--- config.mk ---
export PLATFORM = sky130hd
export DESIGN_NAME = adder8_result_accum
export DESIGN_NICKNAME = d
export VERILOG_FILES = /design/src/rtl/adder8_pkg.sv /design/src/rtl/adder8_minmax.sv /design/src/rtl/adder8_result_accum.sv
export SDC_FILE = /design/constraint.sdc
export NUM_CORES = 1
export LEC_CHECK = 0
export ABC_CLOCK_PERIOD_IN_PS = 5000
export CORE_MARGIN = 4
export CORE_UTILIZATION = 40
export CTS_CLUSTER_DIAMETER = 40
export DETAILED_ROUTE_END_ITERATION = 8
export PLACE_DENSITY = 0.73
export SYNTH_ARGS = -nofsm -noshare
export SYNTH_HDL_FRONTEND = slang
export SYNTH_SLANG_ARGS = --single-unit
--- constraint.sdc ---
create_clock -name clk -period 5 [get_ports clk]
set_input_delay 0.75 -clock clk [delete_from_list [all_inputs] [get_ports clk]]
set_output_delay 0.75 -clock clk [all_outputs]
set_load 0.03 [all_outputs]
--- src/rtl/adder8_pkg.sv ---
// Shared types and helpers for the adder8 result path.
package adder8_pkg;

  // One adder result is {cout, sum}. The adder fixes this width.
  localparam int SMP_W        = 9;
  localparam int WIN_LOG2_DEF = 3;

  typedef logic [SMP_W-1:0] smp_t;

  // Controls for the running min/max registers.
  typedef enum logic [1:0] {
    MM_HOLD   = 2'd0,
    MM_SEED   = 2'd1,
    MM_UPDATE = 2'd2
  } mm_op_e;

  function automatic smp_t max9(input smp_t a, input smp_t b);
    return (a > b) ? a : b;
  endfunction

  function automatic smp_t min9(input smp_t a, input smp_t b);
    return (a < b) ? a : b;
  endfunction

endpackage

--- src/rtl/adder8_minmax.sv ---
// Running max/min of a sample window. A seed restarts both extremes from
// the incoming sample, so no compare is ever made against the previous window.
module adder8_minmax
  import adder8_pkg::*;
(
  input  logic   clk,
  input  logic   rst_n,
  input  mm_op_e i_op,
  input  smp_t   i_v,
  output smp_t   o_max,
  output smp_t   o_min,
  output smp_t   o_max_nxt,
  output smp_t   o_min_nxt
);

  smp_t r_max, r_min;
  smp_t w_max_nxt, w_min_nxt;

  // Next extremes; exposed so the window's last sample can be folded in
  // the same cycle it arrives.
  always_comb begin
    w_max_nxt = r_max;
    w_min_nxt = r_min;
    case (i_op)
      MM_SEED: begin
        w_max_nxt = i_v;
        w_min_nxt = i_v;
      end
      MM_UPDATE: begin
        w_max_nxt = max9(r_max, i_v);
        w_min_nxt = min9(r_min, i_v);
      end
      default: ;
    endcase
  end

  // Running extremes register.
  always_ff @(posedge clk) begin
    if (!rst_n) begin
      r_max <= '0;
      r_min <= '0;
    end else begin
      r_max <= w_max_nxt;
      r_min <= w_min_nxt;
    end
  end

  assign o_max     = r_max;
  assign o_min     = r_min;
  assign o_max_nxt = w_max_nxt;
  assign o_min_nxt = w_min_nxt;

endmodule

--- src/rtl/adder8_result_accum.sv ---
// Collects adder results into windows of 2**WIN_LOG2 valid samples and
// publishes sum, truncated average, max, min and carry count with a
// one-cycle out_valid pulse. No backpressure: every valid sample is taken.
module adder8_result_accum #(
  parameter int WIN_LOG2 = adder8_pkg::WIN_LOG2_DEF,
  parameter int SMP_W    = adder8_pkg::SMP_W,
  parameter int ACC_W    = SMP_W + WIN_LOG2
) (
  input  logic                clk,
  input  logic                rst_n,
  input  logic                in_valid,
  input  logic                cout,
  input  logic [7:0]          sum,
  input  logic                clear,
  output logic                out_valid,
  output logic [ACC_W-1:0]    acc,
  output logic [SMP_W-1:0]    avg,
  output logic [SMP_W-1:0]    max_val,
  output logic [SMP_W-1:0]    min_val,
  output logic [WIN_LOG2:0]   carry_cnt
);
  import adder8_pkg::*;

  localparam int CC_W = WIN_LOG2 + 1;
  localparam logic [WIN_LOG2-1:0] CNT_LAST = '1;  // N-1

  // Window state: number of samples already held.
  logic [WIN_LOG2-1:0] r_cnt;
  logic [ACC_W-1:0]    r_acc;
  logic [CC_W-1:0]     r_cc;

  logic                r_out_valid;
  logic [ACC_W-1:0]    r_acc_out;
  logic [SMP_W-1:0]    r_avg_out;
  logic [SMP_W-1:0]    r_max_out;
  logic [SMP_W-1:0]    r_min_out;
  logic [CC_W-1:0]     r_cc_out;

  smp_t                w_v;
  logic                w_take;
  logic                w_first;
  logic                w_last;
  mm_op_e              w_mm_op;
  logic [ACC_W-1:0]    w_acc_nxt;
  logic [CC_W-1:0]     w_cc_nxt;
  smp_t                w_max, w_min, w_max_nxt, w_min_nxt;

  // clear beats a coincident sample; sum/cout are don't-care without in_valid.
  assign w_v     = {cout, sum};
  assign w_take  = in_valid && !clear;
  assign w_first = w_take && (r_cnt == '0);
  assign w_last  = w_take && (r_cnt == CNT_LAST);

  // Running sum / carry count including the current sample; the first
  // sample of a window re-seeds rather than accumulates.
  always_comb begin
    w_acc_nxt = r_acc;
    w_cc_nxt  = r_cc;
    w_mm_op   = MM_HOLD;
    if (w_first) begin
      w_acc_nxt = ACC_W'(w_v);
      w_cc_nxt  = CC_W'(cout);
      w_mm_op   = MM_SEED;
    end else if (w_take) begin
      w_acc_nxt = r_acc + ACC_W'(w_v);
      w_cc_nxt  = r_cc + CC_W'(cout);
      w_mm_op   = MM_UPDATE;
    end
  end

  adder8_minmax u_minmax (
    .clk       (clk),
    .rst_n     (rst_n),
    .i_op      (w_mm_op),
    .i_v       (w_v),
    .o_max     (w_max),
    .o_min     (w_min),
    .o_max_nxt (w_max_nxt),
    .o_min_nxt (w_min_nxt)
  );

  // Sample counter; wraps to 0 after the last sample, clear restarts it.
  always_ff @(posedge clk) begin
    if (!rst_n)      r_cnt <= '0;
    else if (clear)  r_cnt <= '0;
    else if (in_valid) r_cnt <= r_cnt + 1'b1;
  end

  // Running accumulator and carry count.
  always_ff @(posedge clk) begin
    if (!rst_n) begin
      r_acc <= '0;
      r_cc  <= '0;
    end else begin
      r_acc <= w_acc_nxt;
      r_cc  <= w_cc_nxt;
    end
  end

  // Result registers: load on the window's last sample, otherwise hold.
  always_ff @(posedge clk) begin
    if (!rst_n) begin
      r_out_valid <= 1'b0;
      r_acc_out   <= '0;
      r_avg_out   <= '0;
      r_max_out   <= '0;
      r_min_out   <= '0;
      r_cc_out    <= '0;
    end else begin
      r_out_valid <= w_last;
      if (w_last) begin
        r_acc_out <= w_acc_nxt;
        r_avg_out <= w_acc_nxt[ACC_W-1:WIN_LOG2];
        r_max_out <= w_max_nxt;
        r_min_out <= w_min_nxt;
        r_cc_out  <= w_cc_nxt;
      end
    end
  end

  assign out_valid = r_out_valid;
  assign acc       = r_acc_out;
  assign avg       = r_avg_out;
  assign max_val   = r_max_out;
  assign min_val   = r_min_out;
  assign carry_cnt = r_cc_out;

  // Running extremes are only observed through the next-value path.
  logic w_unused;
  assign w_unused = ^{w_max, w_min};

endmodule

==> notes.md, run 1 <==
Results of the flow run.

The depth of the critical timing path with buffers and inverters included stands at 10. 57 I/O pins were placed. The worst-case reg-to-reg path depth stands at 8. The via count of the first global-routing pass stands at roughly 3,100. Per the repair_timing log after CTS, setup buffers inserted total 0. The worst setup path is captured at a flop. The synthesis report lists the most area-consuming cells as dfxtp_1 39%, ha_1 11%, mux2i_1 8.7%. Per STA, the worst path accumulates the most delay in the family buffers and inverters. STA classifies the critical path startpoint as an input port.

The post-route setup TNS stands at 0 ns. The number of DRC violations after detailed-routing iteration 0 stands at 92. Cells with a size suffix above 1 make up 5.128% of the layout. The number of max-cap violations stands at 0. Counting flops with an async set or reset pin after synthesis yields a share of 0%.

Tracing the worst setup path back leads to its startpoint at cout. The data arrival time reported for the critical path is approximately 3.6 ns. At the worst endpoint, the required time is roughly 5.2 ns. Buffers placed on the I/O ports in this run total 56. Looking at the hold checks, the worst path lands on carry_cnt[2]. The cell sequence reported for the critical path is clkdlybuf4s50_1, inv_1, ha_1, and4_1, nand3_1, a21oi_1, a31oi_1, buf_4, mux2i_1, a21oi_1. The clock transition at the registers of the reported paths stands at 0.07 ns. The capture point of the critical path was reported as max_val[0]. In the log, the iteration count for the first detailed-route pass is 4.

CTS built an H-tree with a depth of 3. Looking at the gate-level netlist, the highest instance count belongs to dfxtp_1. Leaving out fill and tap cells, the most frequent cells in the layout are 72 x dfxtp_1, 56 x clkdlybuf4s50_1, 41 x a21oi_1. The OpenROAD warning count stands at 27. The number of antenna violations at the first check in global routing is 0. During synthesis, Yosys emitted a total of 0 warnings.

The final critical path takes up 67.06% of the cycle. Wire segments on met3 add up to 377 um in the final route. The buffer levels on the longest clock path stands at 2. The synthesized netlist contains 46 unique library cells. The highest metal layer carrying signal wires in the routed design is met4. For the finished layout, the period the worst path requires is about 3.4 ns.

The post-synth count of flops with an enable pin is 0. Summed over all layers, the global routing overflow is 0. The total clock buffers created by CTS stands at 9. The root buffer cell chosen for the clock tree is clkbuf_8.

The cell leakage power stands at 1.797 nW. The max-slew violation total from the final report stands at 0. For reference, the top cells by count after synthesis are 72 x dfxtp_1, 41 x a21oi_1, 38 x nand2_1.

The run finished with clean final reports. The count of endpoints failing setup in the final report stands at 0. Yosys reports that the leading cell type by area covers 39.09% of the netlist area.

The average cell area after synthesis stands at around 8.7 sq um. The synthesized instance count is 422. According to the floorplan report, the total die area is about 0.011 sq mm. The post-synth register bit count is 72. Sorting the Yosys area breakdown by cell type puts at the top dfxtp_1.

For this design the ratio of total power to cell area is 272.1 mW/mm^2. The total routing usage reported by global routing stands at 16.97%. Sequential elements use 39.09% of the synthesized area.

In the final layout, the fill cell count is approximately 830. The placement summary gives the final routability congestion estimate as 0.8414. The report shows a maximum critical-path fanout of 6. The yosys synthesis chip area stands at 0.003687 sq mm. The max-slew headroom at the worst pin stands at between 30% and 40%. The first global-routing pass estimated ~15 mm of wire. The type recorded for the worst min-delay path is reg2reg. The top cell type in the final layout, fill and taps aside, is dfxtp_1. In the detailed route, the total length drawn on met2 is ~4.0 mm.

Per STA, the library cell used most along the worst path is a21oi_1. The total count of hold-check failures in the final report stands at 0. The post-route clock skew stands at between 0.01 and 0.015 ns. The routed design shows a wire length per standard cell of 15.14 um. The final worst hold slack stands at 0.4576 ns. TritonCTS built the clock tree.

The buffer and inverter count on the worst path stands at 3. The worst stage delay on the critical path stands at between 0.6 and 0.7 ns. At the end of the flow, the number of nets in the layout was 508.

The count of cells in the finished layout, fillers not included, comes to 576. After clock tree synthesis, the flow added hold-fix buffers numbering 0.
==> run 1: per-stage QoR <==
step | total power [mW] | instance area, sq um | setup slack (ns) | utilization, %
3_5_place_dp | 0.7862 | 4262 | 1.298 | 48.16
6_report | 1.210 | 4447 | 1.647 | 50.25
2_1_floorplan | 0.7348 | 3687 | 2.536 | -
5_1_grt | 1.265 | 4447 | 1.526 | 50.25
4_1_cts | 1.218 | 4447 | 1.669 | 50.25
3_3_place_gp | 0.7796 | 4262 | 1.355 | 48.16
==> run 1: layout make-up <==
type                            instances  area, sq um  area share [%]
Timing Repair Buffer                   61        598.1           13.45
Sequential cell                        72         1441           32.41
Inverter                               16        60.06           1.351
Clock inverter                          2        12.51          0.2814
Multi-Input combinational cell        303         2027           45.58
Clock buffer                           14        172.7           3.883
Tap cell                              108        135.1           3.039
==> run 1: logic make-up (layout without fill, tap and decap cells) <==
family | count (synthesis) | after routing | share of synthesized area, %
fa+ha+maj | 32 | 32 | 11.06
compound gates | 117 | 117 | 18.90
xor+xnor | 9 | 9 | 2.138
buf+inv | 47 | 93 | 6.006
simple gates | 113 | 113 | 14.12
mux | 32 | 32 | 8.687
flops | 72 | 72 | 39.09
==> run 1: routing by layer <==
metal  track usage, %  vias up
met5                0        -
met4            7.502        0
met3            3.786       14
met2            27.30       72
met1            21.75     1416
li1                 -     1564
==> run 1: sequential cells by signal (all words and copies together) (netlist names) <==
signal	flops
min_val	9
r_cnt	3
u_minmax.o_min	9
out_valid	1
u_minmax.o_max	9
r_acc	12
r_cc	4
max_val	9
acc	12
carry_cnt	4
==> run 1: power by group <==
part           internal (mW)  leakage (nW)  switching (mW)
Combinational         0.0719          1.12           0.104
Sequential             0.589         0.584          0.0107
Clock                  0.221        0.0927           0.214
==> run_1/cell_density.png <==
10 x 10 tiles, from white (low) to dark blue (high), 0 to 100% covered.
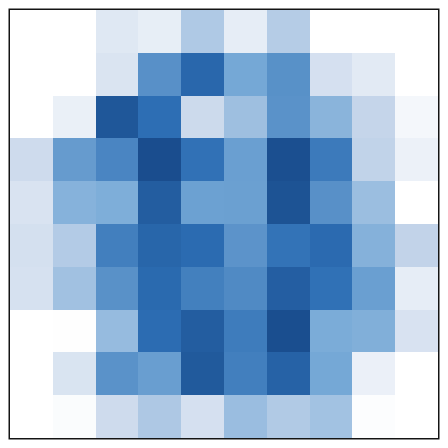
densest ninth of the die: center
emptiest ninth of the die: north-east
tiles over 75% full: 17%
nearly empty tiles: 17%
mean over tiles: 40%
area of the core region: 0.008848 sq mm
fraction of the core area occupied by cells at floorplan: 41.67%
post-route core utilization: 50.25%

==> run_1/layer_met1.png <==
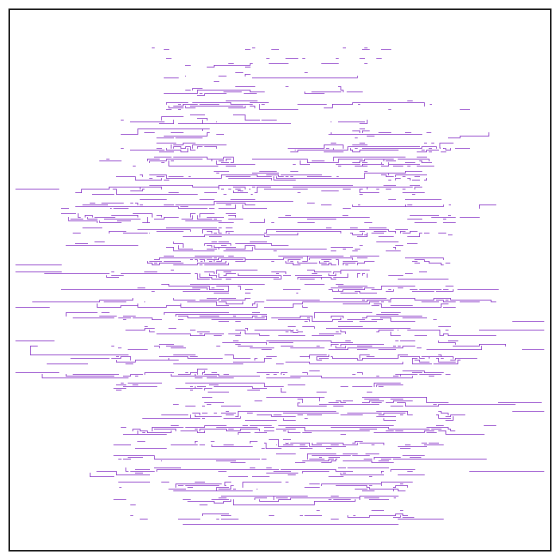
share of all routed wire: 48%
longest straight run: 41.4 um
wire length on this layer: 4,190 um
Total Routed Length: 8.719 mm
total number of vias: 3,066

==> run_1/layer_met2.png <==
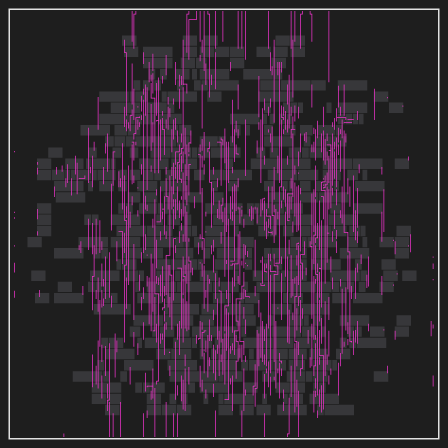
share of all routed wire: 45%
wire length on this layer: 3,960 um
main direction: vertical
met2 GRT Util: 27.30%

==> run_1/placement.png <==
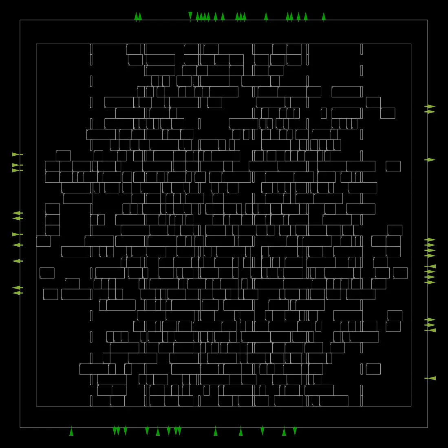

==> run 2, diff against run 1 <==
--- a/config.mk
+++ b/config.mk
@@ -5,7 +5,7 @@
 export SDC_FILE = /design/constraint.sdc
 export NUM_CORES = 1
 export LEC_CHECK = 0
-export ABC_CLOCK_PERIOD_IN_PS = 5000
+export ABC_CLOCK_PERIOD_IN_PS = 3300
 export CORE_MARGIN = 4
 export CORE_UTILIZATION = 40
 export CTS_CLUSTER_DIAMETER = 40
==> constraint.sdc (replaced) <==
create_clock -name clk -period 3.3 [get_ports clk]
set_input_delay 0.495 -clock clk [delete_from_list [all_inputs] [get_ports clk]]
set_output_delay 0.495 -clock clk [all_outputs]
set_load 0.03 [all_outputs]
==> run_2/placement.png <==
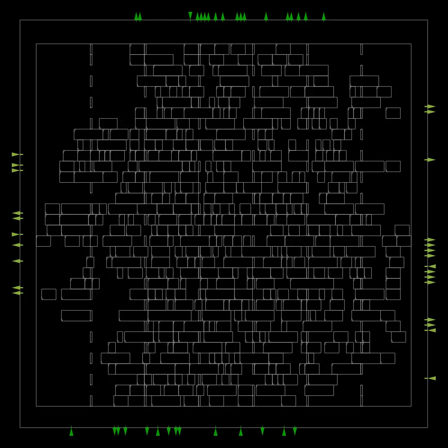
number of cell rows: 34
post-route core utilization: 51.70%

==> run_2/cell_density.png <==
10 x 10 tiles, from white (low) to dark blue (high), 0 to 100% covered.
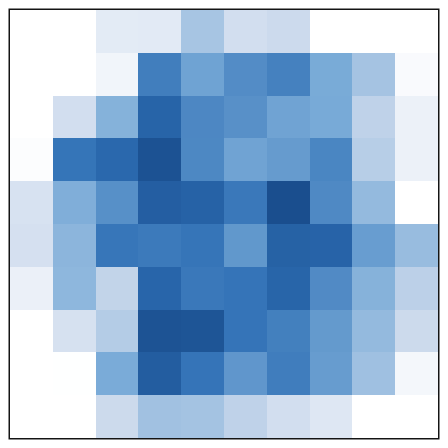
nearly empty tiles: 17%
mean over tiles: 41%
densest ninth of the die: center
tiles over 75% full: 13%

==> notes.md, run 2 <==
Results of the flow run.

The OpenROAD warning count stands at 27. The count of hold buffers inserted by post-cts repair stands at 0. The sequential cell area stands at 0.001441 sq mm. The worst path required time stands at 3.53 ns.

After global routing the overflow that remains totals 0. At the end of routability-driven placement, the weighted congestion stood at 0.8892. In this run the critical path is formed by clkdlybuf4s50_1, ha_1, a211oi_1, nor2_1, or3b_1, o311ai_1, o21ai_0. The total power after layout stands at 2.045 mW. After synthesis, the largest area contributor takes up 39.09% of total cell area. The flow ran to the end, and the final reports show no timing, DRC or antenna violations.

The synthesis log from Yosys contains 0 warnings. The total die area stands at 0.01082 sq mm. Grouping stages by cell kind, the critical path spends the most delay in AND-OR/OR-AND gates. Summed over all failing endpoints, the final setup total negative slack is 0 ns. The total power per unit cell area stands at 447.1 mW/mm^2.

The total clock buffers created by CTS stands at 9. The flip-flop and latch count after synthesis stands at 72. The count of buffers inserted at the top-level ports stands at 56. Summing all multi-input logic gate instances after layout gives around 0.002 sq mm.

The total routing usage reported by global routing stands at 16.74%. The cell leakage power stands at 1.873 nW. In this run the worst hold path is classified as reg2reg. The placement-stage worst setup slack stands at 0.3386 ns. The max-slew headroom at the worst pin stands at 36.83%. By count the netlist is led by 72 x dfxtp_1, 41 x a21oi_1, 38 x nand2_1. The largest single stage delay on the critical path is roughly 0.67 ns. The total count of hold-check failures in the final report stands at 0. Sequential cells were found to cover 39.09% of the synthesized design area. Before any placement, the netlist area is recorded as 0.003687 sq mm.

For the completed layout, the total cell area is recorded as 0.004574 sq mm. Across the routed clock network, the largest skew measured is ~0.012 ns. The final timing report lists a max-slew violation count of 0. The via count of the first global-routing pass came to 3,113. The width of the chip stands at roughly 100 um. Once the floorplan was initialized, standard cells occupied 41.67% of the core. For this run, the post-layout net count is 517. The count of library flops with an enable pin stands at 0.

The share of the clock period used by the worst path after layout stands at 79.85%. The first-pass GRT wire length stands at 14.94 mm. The fraction of layout instances using a drive strength above 1 stands at 7.128%. The timing report notes that buffer and inverter cells on the critical path total 1. The clock passes through at most 2 buffers.

The buffer count from post-CTS setup fixing stands at 0. Looking at the critical path, the highest net fanout was 7. Looking at the clock tree report, the root buffer type is clkbuf_8. The final worst hold slack stands at 0.4644 ns.

The worst setup path is captured at a flop. The synthesized netlist has a Yosys-reported chip area of about 0.0037 sq mm. The post-route worst setup slack stands at 0.6649 ns. By area the synthesized netlist is led by dfxtp_1 39%, ha_1 11%, mux2i_1 8.7%. The count of endpoints failing setup in the final report stands at 0.

Leaving out fill and tap cells, the most frequent cells in the layout are 72 x dfxtp_1, 56 x clkdlybuf4s50_1, 41 x a21oi_1. After detailed placement, the design holds a cell count of between 500 and 600. The worst setup path is launched from an input port. The average cell area after synthesis stands at 8.738 sq um.

Leaving out fill and tap cells, the most frequent cell in the layout is dfxtp_1. TritonCTS built the clock tree. The proportion of synthesized flip-flops having asynchronous set or reset stands at 0%. The length of the first detailed-routing pass in iterations stands at 4. The overall via count from detail_route stands at 3,152.

The number of DRC violations after detailed-routing iteration 0 stands at 172. The routed design shows a wire length per standard cell of 15.21 um. The clock transition at the registers of the reported paths stands at roughly 0.080 ns. The post-placement cell area is 0.004329 sq mm. The number of antenna violations at the first check in global routing was 0. The count of boundary I/O pins stands at approximately 57. For this run the top cell type by instance count after synthesis was dfxtp_1. The H-tree generated during clock tree synthesis spans 3 levels. The post-detailed-routing wire length stands at 8.897 mm. Per the detail_route report, vias per standard cell equal ~5.4.

After layout, the minimum clock period comes to roughly 2.6 ns.
==> run 2: cell types whose count changed in the layout (fill, tap and decap cells not counted), sizes merged <==
| cell | delta |
|---|---|
| clkbuf | -3 |
| bufinv | +3 |
| clkinv | +1 |
| buf | +9 |
| clkinvlp | -1 |
==> run 2: logic make-up (layout without fill, tap and decap cells) <==
kind of cell | after synthesis | after routing | share of synthesized area [%]
adder cells (fa/ha/maj) | 32 | 32 | 11.06
buffers and inverters | 47 | 102 | 6.006
XOR/XNOR | 9 | 9 | 2.138
AND-OR/OR-AND | 117 | 117 | 18.90
AND/OR/NAND/NOR | 113 | 113 | 14.12
multiplexers | 32 | 32 | 8.687
flip-flops | 72 | 72 | 39.09
==> run 2: area by class of cell <==
cell class	count	area share (%)
inverter	16	1.313
multi-input combinational	303	44.31
sequential	72	31.51
clock inverter	5	2.270
timing repair buffer	70	14.55
clock buffer	11	3.091
tap	108	2.954
==> run 2: power by group <==
part,internal [mW],switching (mW)
Clock,0.523,0.340
Sequential,0.892,0.0172
Combinational,0.116,0.157
==> run 2: final timing paths <==
kind	from	end	slack, ns	cells after the start
setup reg to reg	r_cnt[0]	u_minmax.o_min[4]	0.88	9
hold / removal	carry_cnt[2]	carry_cnt[2]	0.46	2
hold reg to reg	carry_cnt[2]	carry_cnt[2]	0.46	2
setup / recovery	sum[1]	acc[7]	0.66	7
==> run 2: metal layers <==
metal | wire, um | share of wire [%] | GRT usage (%) | vias up
met5 | 0 | 0 | 0 | -
met4 | 158 | 1.8 | 6.933 | 0
met3 | 321 | 3.6 | 3.414 | 13
met2 | 4228 | 48 | 27.86 | 72
met1 | 4189 | 47 | 21.10 | 1479
li1 | - | - | - | 1588
Power is estimated from default activity; no workload was simulated.
